Figure 1. Routed clock nets over the placement.
The bar under the picture is 20 µm long.
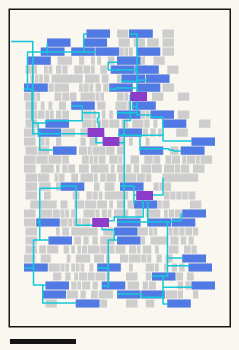
Figure 2. Cell area per tile.
7 x 10 tiles, from white (low) to dark blue (high), 0 to 100% covered.
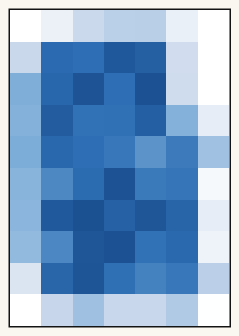
Figure 3. Pin map.
Pins as bars across the die edge, other pins in grey.
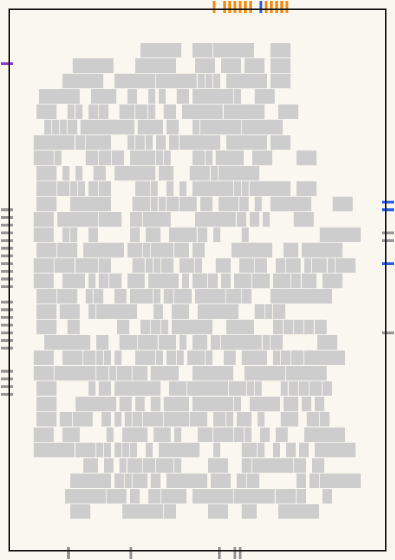
Figure 4. Placement view.
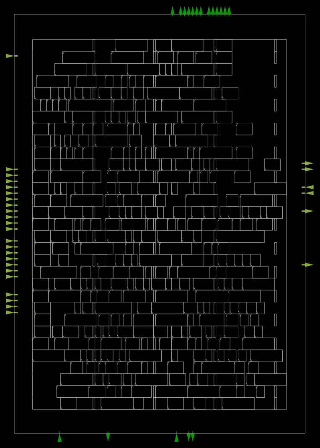
## src/rtl/draw_scheduler_if.sv

```systemverilog
// Purpose: groups the frame/request/done inputs and grant/status outputs of the draw scheduler.
// Latency: none, wires only.
// Backpressure: none; the frame_tick/done pulses and the start pulse are the only handshake.
//
// Signals:
//   frame_tick  1  pulse starting a drawing frame
//   req        12  per-client draw request, latched on an accepted frame_tick
//   done       12  per-client completion pulse
//   start      12  one-hot grant pulse
//   select      4  index of the granted client (pixel mux select)
//   busy        1  scheduler is not idle
//   frame_done  1  pulse when every latched request has been serviced
//   overrun     1  sticky: frame_tick seen while busy
//   timeout_err 1  sticky: a client ran past the wait limit
interface draw_scheduler_if;
  logic        frame_tick;
  logic [11:0] req;
  logic [11:0] done;
  logic [11:0] start;
  logic [3:0]  select;
  logic        busy;
  logic        frame_done;
  logic        overrun;
  logic        timeout_err;

  // Client / frame-source side.
  modport master (
    output frame_tick, req, done,
    input  start, select, busy, frame_done, overrun, timeout_err
  );

  // Scheduler side.
  modport slave (
    input  frame_tick, req, done,
    output start, select, busy, frame_done, overrun, timeout_err
  );
endinterface

```

## src/rtl/draw_scheduler.sv

```systemverilog
// Purpose: grants up to 12 drawing clients in ascending index order once per frame.
// Latency: tick to first start pulse is 1 + (index of first requester) + 1 cycles; one scan cycle per index.
// Backpressure: none; each client holds the grant until its done pulse or until WAIT_LIMIT cycles pass.
//
// Ports:
//   clk    in   1  system clock, rising edge
//   reset  in   1  synchronous active-high reset
//   bus    slave modport of draw_scheduler_if (frame_tick/req/done in,
//          start/select/busy/frame_done/overrun/timeout_err out, all registered)
module draw_scheduler #(
  parameter int unsigned WAIT_LIMIT = 19200
) (
  input  logic              clk,
  input  logic              reset,
  draw_scheduler_if.slave   bus
);

  typedef enum logic [1:0] {
    ST_IDLE   = 2'd0,
    ST_SCAN   = 2'd1,
    ST_WAIT   = 2'd2,
    ST_FINISH = 2'd3
  } state_t;

  localparam logic [3:0]  LP_LAST_IDX = 4'd11;
  // Counter value seen in the last allowed WAIT cycle of a grant.
  localparam logic [14:0] LP_CNT_LAST = 15'(WAIT_LIMIT - 1);

  // State and datapath registers.
  state_t      r_state;
  logic [11:0] r_pending;
  logic [3:0]  r_idx;
  logic [14:0] r_cnt;

  // Registered outputs.
  logic [11:0] r_start;
  logic [3:0]  r_select;
  logic        r_busy;
  logic        r_frame_done;
  logic        r_overrun;
  logic        r_timeout;

  // Next-state values.
  state_t      w_state_nxt;
  logic [11:0] w_pending_nxt;
  logic [3:0]  w_idx_nxt;
  logic [14:0] w_cnt_nxt;
  logic [11:0] w_start_nxt;
  logic [3:0]  w_select_nxt;
  logic        w_busy_nxt;
  logic        w_frame_done_nxt;
  logic        w_overrun_nxt;
  logic        w_timeout_nxt;
  logic        w_release;

  always_ff @(posedge clk) begin
    if (reset) begin
      r_state <= ST_IDLE;
    end else begin
      r_state <= w_state_nxt;
    end
  end

  always_comb begin
    w_state_nxt      = r_state;
    w_pending_nxt    = r_pending;
    w_idx_nxt        = r_idx;
    w_cnt_nxt        = r_cnt;
    w_start_nxt      = '0;
    w_select_nxt     = r_select;
    w_frame_done_nxt = 1'b0;
    w_timeout_nxt    = r_timeout;
    w_release        = 1'b0;
    // A tick outside IDLE is only recorded, never acted upon.
    w_overrun_nxt    = r_overrun | (bus.frame_tick && (r_state != ST_IDLE));

    case (r_state)
      ST_IDLE: begin
        if (bus.frame_tick) begin
          w_pending_nxt = bus.req;
          w_idx_nxt     = '0;
          w_state_nxt   = (bus.req == '0) ? ST_FINISH : ST_SCAN;
        end
      end

      ST_SCAN: begin
        if (r_pending[r_idx]) begin
          // Grant: start pulse and mux select appear together in the first WAIT cycle.
          w_state_nxt         = ST_WAIT;
          w_cnt_nxt           = '0;
          w_select_nxt        = r_idx;
          w_start_nxt[r_idx]  = 1'b1;
        end else if (r_idx == LP_LAST_IDX) begin
          w_state_nxt = ST_FINISH;
        end else begin
          w_idx_nxt = r_idx + 4'd1;
        end
      end

      ST_WAIT: begin
        // done wins over the limit when both land in the same cycle.
        if (bus.done[r_idx]) begin
          w_release = 1'b1;
        end else if (r_cnt == LP_CNT_LAST) begin
          w_timeout_nxt = 1'b1;
          w_release     = 1'b1;
        end else begin
          w_cnt_nxt = r_cnt + 15'd1;
        end

        if (w_release) begin
          w_pending_nxt[r_idx] = 1'b0;
          if (r_idx == LP_LAST_IDX) begin
            w_state_nxt = ST_FINISH;
          end else begin
            w_state_nxt = ST_SCAN;
            w_idx_nxt   = r_idx + 4'd1;
          end
        end
      end

      ST_FINISH: begin
        w_state_nxt = ST_IDLE;
      end

      default: begin
        w_state_nxt = ST_IDLE;
      end
    endcase

    // FINISH never repeats, so entering it is exactly the single frame_done cycle.
    w_frame_done_nxt = (w_state_nxt == ST_FINISH);
    w_busy_nxt       = (w_state_nxt != ST_IDLE);
  end

  always_ff @(posedge clk) begin
    if (reset) begin
      r_pending    <= '0;
      r_idx        <= '0;
      r_cnt        <= '0;
      r_start      <= '0;
      r_select     <= '0;
      r_busy       <= 1'b0;
      r_frame_done <= 1'b0;
      r_overrun    <= 1'b0;
      r_timeout    <= 1'b0;
    end else begin
      r_pending    <= w_pending_nxt;
      r_idx        <= w_idx_nxt;
      r_cnt        <= w_cnt_nxt;
      r_start      <= w_start_nxt;
      r_select     <= w_select_nxt;
      r_busy       <= w_busy_nxt;
      r_frame_done <= w_frame_done_nxt;
      r_overrun    <= w_overrun_nxt;
      r_timeout    <= w_timeout_nxt;
    end
  end

  assign bus.start       = r_start;
  assign bus.select      = r_select;
  assign bus.busy        = r_busy;
  assign bus.frame_done  = r_frame_done;
  assign bus.overrun     = r_overrun;
  assign bus.timeout_err = r_timeout;

  // Structural invariants: grant is one-hot and the scan index stays inside the client range.
  a_start_onehot: assert property (@(posedge clk) disable iff (reset) $onehot0(r_start));
  a_idx_range:    assert property (@(posedge clk) disable iff (reset) r_idx <= LP_LAST_IDX);

endmodule

```

## src/flat_wrapper.sv

```systemverilog
// flat-port wrapper written by rule: the top's interface ports become plain ports
module draw_scheduler_flat 
#(
  parameter int unsigned WAIT_LIMIT = 19200
)
  (clk, reset, bus_frame_tick, bus_req, bus_done, bus_start, bus_select, bus_busy, bus_frame_done, bus_overrun, bus_timeout_err);
  draw_scheduler_if bus_i ();
  input  logic clk;
  input  logic reset;
  input wire logic [$bits(bus_i.frame_tick)-1:0] bus_frame_tick;
  input wire logic [$bits(bus_i.req)-1:0] bus_req;
  input wire logic [$bits(bus_i.done)-1:0] bus_done;
  output wire logic [$bits(bus_i.start)-1:0] bus_start;
  output wire logic [$bits(bus_i.select)-1:0] bus_select;
  output wire logic [$bits(bus_i.busy)-1:0] bus_busy;
  output wire logic [$bits(bus_i.frame_done)-1:0] bus_frame_done;
  output wire logic [$bits(bus_i.overrun)-1:0] bus_overrun;
  output wire logic [$bits(bus_i.timeout_err)-1:0] bus_timeout_err;
  assign bus_i.frame_tick = bus_frame_tick;
  assign bus_i.req = bus_req;
  assign bus_i.done = bus_done;
  assign bus_start = bus_i.start;
  assign bus_select = bus_i.select;
  assign bus_busy = bus_i.busy;
  assign bus_frame_done = bus_i.frame_done;
  assign bus_overrun = bus_i.overrun;
  assign bus_timeout_err = bus_i.timeout_err;
  draw_scheduler #(.WAIT_LIMIT(WAIT_LIMIT)) u_core (.clk(clk), .reset(reset), .bus(bus_i));
endmodule
```

## config.mk

```make
export PLATFORM = sky130hd
export DESIGN_NAME = draw_scheduler_flat
export DESIGN_NICKNAME = d
export VERILOG_FILES = /design/src/rtl/draw_scheduler_if.sv /design/src/rtl/draw_scheduler.sv /design/src/flat_wrapper.sv
export SDC_FILE = /design/constraint.sdc
export NUM_CORES = 1
export LEC_CHECK = 0
export CORE_ASPECT_RATIO = 1.5
export CORE_MARGIN = 4
export CORE_UTILIZATION = 53
export DETAILED_ROUTE_END_ITERATION = 16
export GPL_ROUTABILITY_DRIVEN = 0
export PLACE_DENSITY = 0.84
export SYNTH_ARGS = -nofsm -noshare
export SYNTH_HDL_FRONTEND = slang
export SYNTH_SLANG_ARGS = --single-unit
```

## constraint.sdc

```tcl
create_clock -name clk -period 3.1 [get_ports clk]
set_clock_uncertainty 0.1 [all_clocks]
set_input_delay 0.62 -clock clk [delete_from_list [all_inputs] [get_ports clk]]
set_output_delay 0.62 -clock clk [all_outputs]
set_load 0.05 [all_outputs]
```

==> flow_summary.yaml <==
# yosys + openroad results
layout:
  layout-drive-gt1-share: 0.0847
  buf_share: 0.154
  areaGrowthSynthToFinish_pct: 23.5
  layout.nets: 401
  stdcell_area_mm2: 0.00334
  diodes: 0
  inv_count: 14
job:
  warnings: 32
setup_path:
  cp_max_fo: 15
  worstSetupEndpointType: "flip-flop"
  path_cells: "mux2_2 > o221a_2 > a211oi_4 > o211ai_1 > or4_1 > nand2_1"
cts:
  cts_max_path_buffers: 2
  numCtsBuffers: 5
  cts_max_level: 2
synth:
  netlist_area_mm2: 0.00271
  logic_family: "simple AND/OR/NAND/NOR gates"
  synth_flops: 53
  ys_sh_simple: 0.242
  synth_cell_types: 55
  yosys.area_share.xor_xnor: 0.00324
  yosys.area_share.aoi: 0.220
global_route:
  grt_overflow: 0
  grt_pass1_wl_um: 10900
  grt_max_degree: 20
routing:
  viasPerCell: 6.01
  via_count: 2595
  dr.pass1.iters: 5
timing:
  tightest_slew_ps: 700
  max_freq_ghz: 0.346
  setup_violations: 0
floorplanning:
  die_h_um: 95.5
  pin_count: 47
  core_mm2: 0.00489
status:
  status: "completed"
hold_path:
  min_path_type: "flip-flop to flip-flop"
power:
  p_total_mw: 2.22
Notes on Figure 1 above:
[clock wires] cyan | length: 611 µm
[cells driving clock nets] purple | count: 5
[flip-flops] blue | count: 53
flops lie: all over the die
routed clock nets: 6

Notes on Figure 2 above:
tiles over 75% full: 30%
densest ninth of the die: centre
mean over tiles: 51%
fullest tile: 87%
nearly empty tiles: 8.6%
emptiest ninth of the die: upper right

Notes on Figure 3 above:
[bus_start] orange | pins: 12 | direction: output | edge: top
[clk] purple | pins: 1 | direction: input | edge: left
[bus_select] blue | pins: 4 | direction: output | edge: 3 right, 1 top
all pins by edge: 23 left, 13 top, 6 right, 5 bottom

Notes on Figure 4 above:
Non-Filler Instances: 432
Rows: 31
TAP cells: 66
Flops: 53

[registers in the layout, indices dropped and copies added, names as in the netlist, 2 cells and up]
signal / cells
u_core.r_pending: 12
u_core.r_idx: 4
u_core.r_cnt: 15
u_core.r_state: 2
u_core.bus.start: 12
u_core.bus.select: 4
[worst register-to-register path, cell delays in order (launching register included)]
cell      delay [ps]
dfxtp_1          790
mux2_2           420
o221a_2          320
a211oi_4         400
o211ai_1         220
or4_1            520
nand2_1           80
[power by group]
group / total, mW / internal (mW) / switching [mW]
clock: 0.479 / 0.242 / 0.237
sequential: 0.841 / 0.761 / 0.0797
combinational: 0.900 / 0.358 / 0.542
[synthesized netlist by cell type, drive strengths merged (3+ instances only)]
cell type | number | area, µm²
a211oi | 3 | 35.0
a21oi | 20 | 100
a221o | 4 | 40.0
a31oi | 12 | 75.1
and4 | 3 | 26.3
buf | 6 | 41.3
clkbuf | 9 | 33.8
dfxtp | 53 | 1060
ha | 9 | 113
inv | 14 | 52.6
mux2 | 4 | 45.0
mux2i | 3 | 30.0
mux4 | 3 | 71.3
nand2 | 46 | 173
nand2b | 8 | 50.1
nand3 | 12 | 65.1
nor2 | 24 | 90.1
nor2b | 3 | 18.8
nor3 | 7 | 35.0
nor4 | 5 | 31.3
o211ai | 5 | 37.5
o21ai | 22 | 118
o32ai | 3 | 26.3
or3 | 10 | 62.6
or4 | 3 | 22.5
[final timing paths]
kind                        startpoint                    to  slack, ps  cells after the start
setup reg to reg       u_core.r_idx[1]       u_core.r_cnt[9]        210                      6
hold reg to reg   u_core.bus.select[0]  u_core.bus.select[0]        370                      2
hold / removal    u_core.bus.select[0]  u_core.bus.select[0]        370                      2
setup / recovery       u_core.r_idx[1]       u_core.r_cnt[9]        210                      6
Power figures rest on the tool's default switching activity, not on a simulated workload.
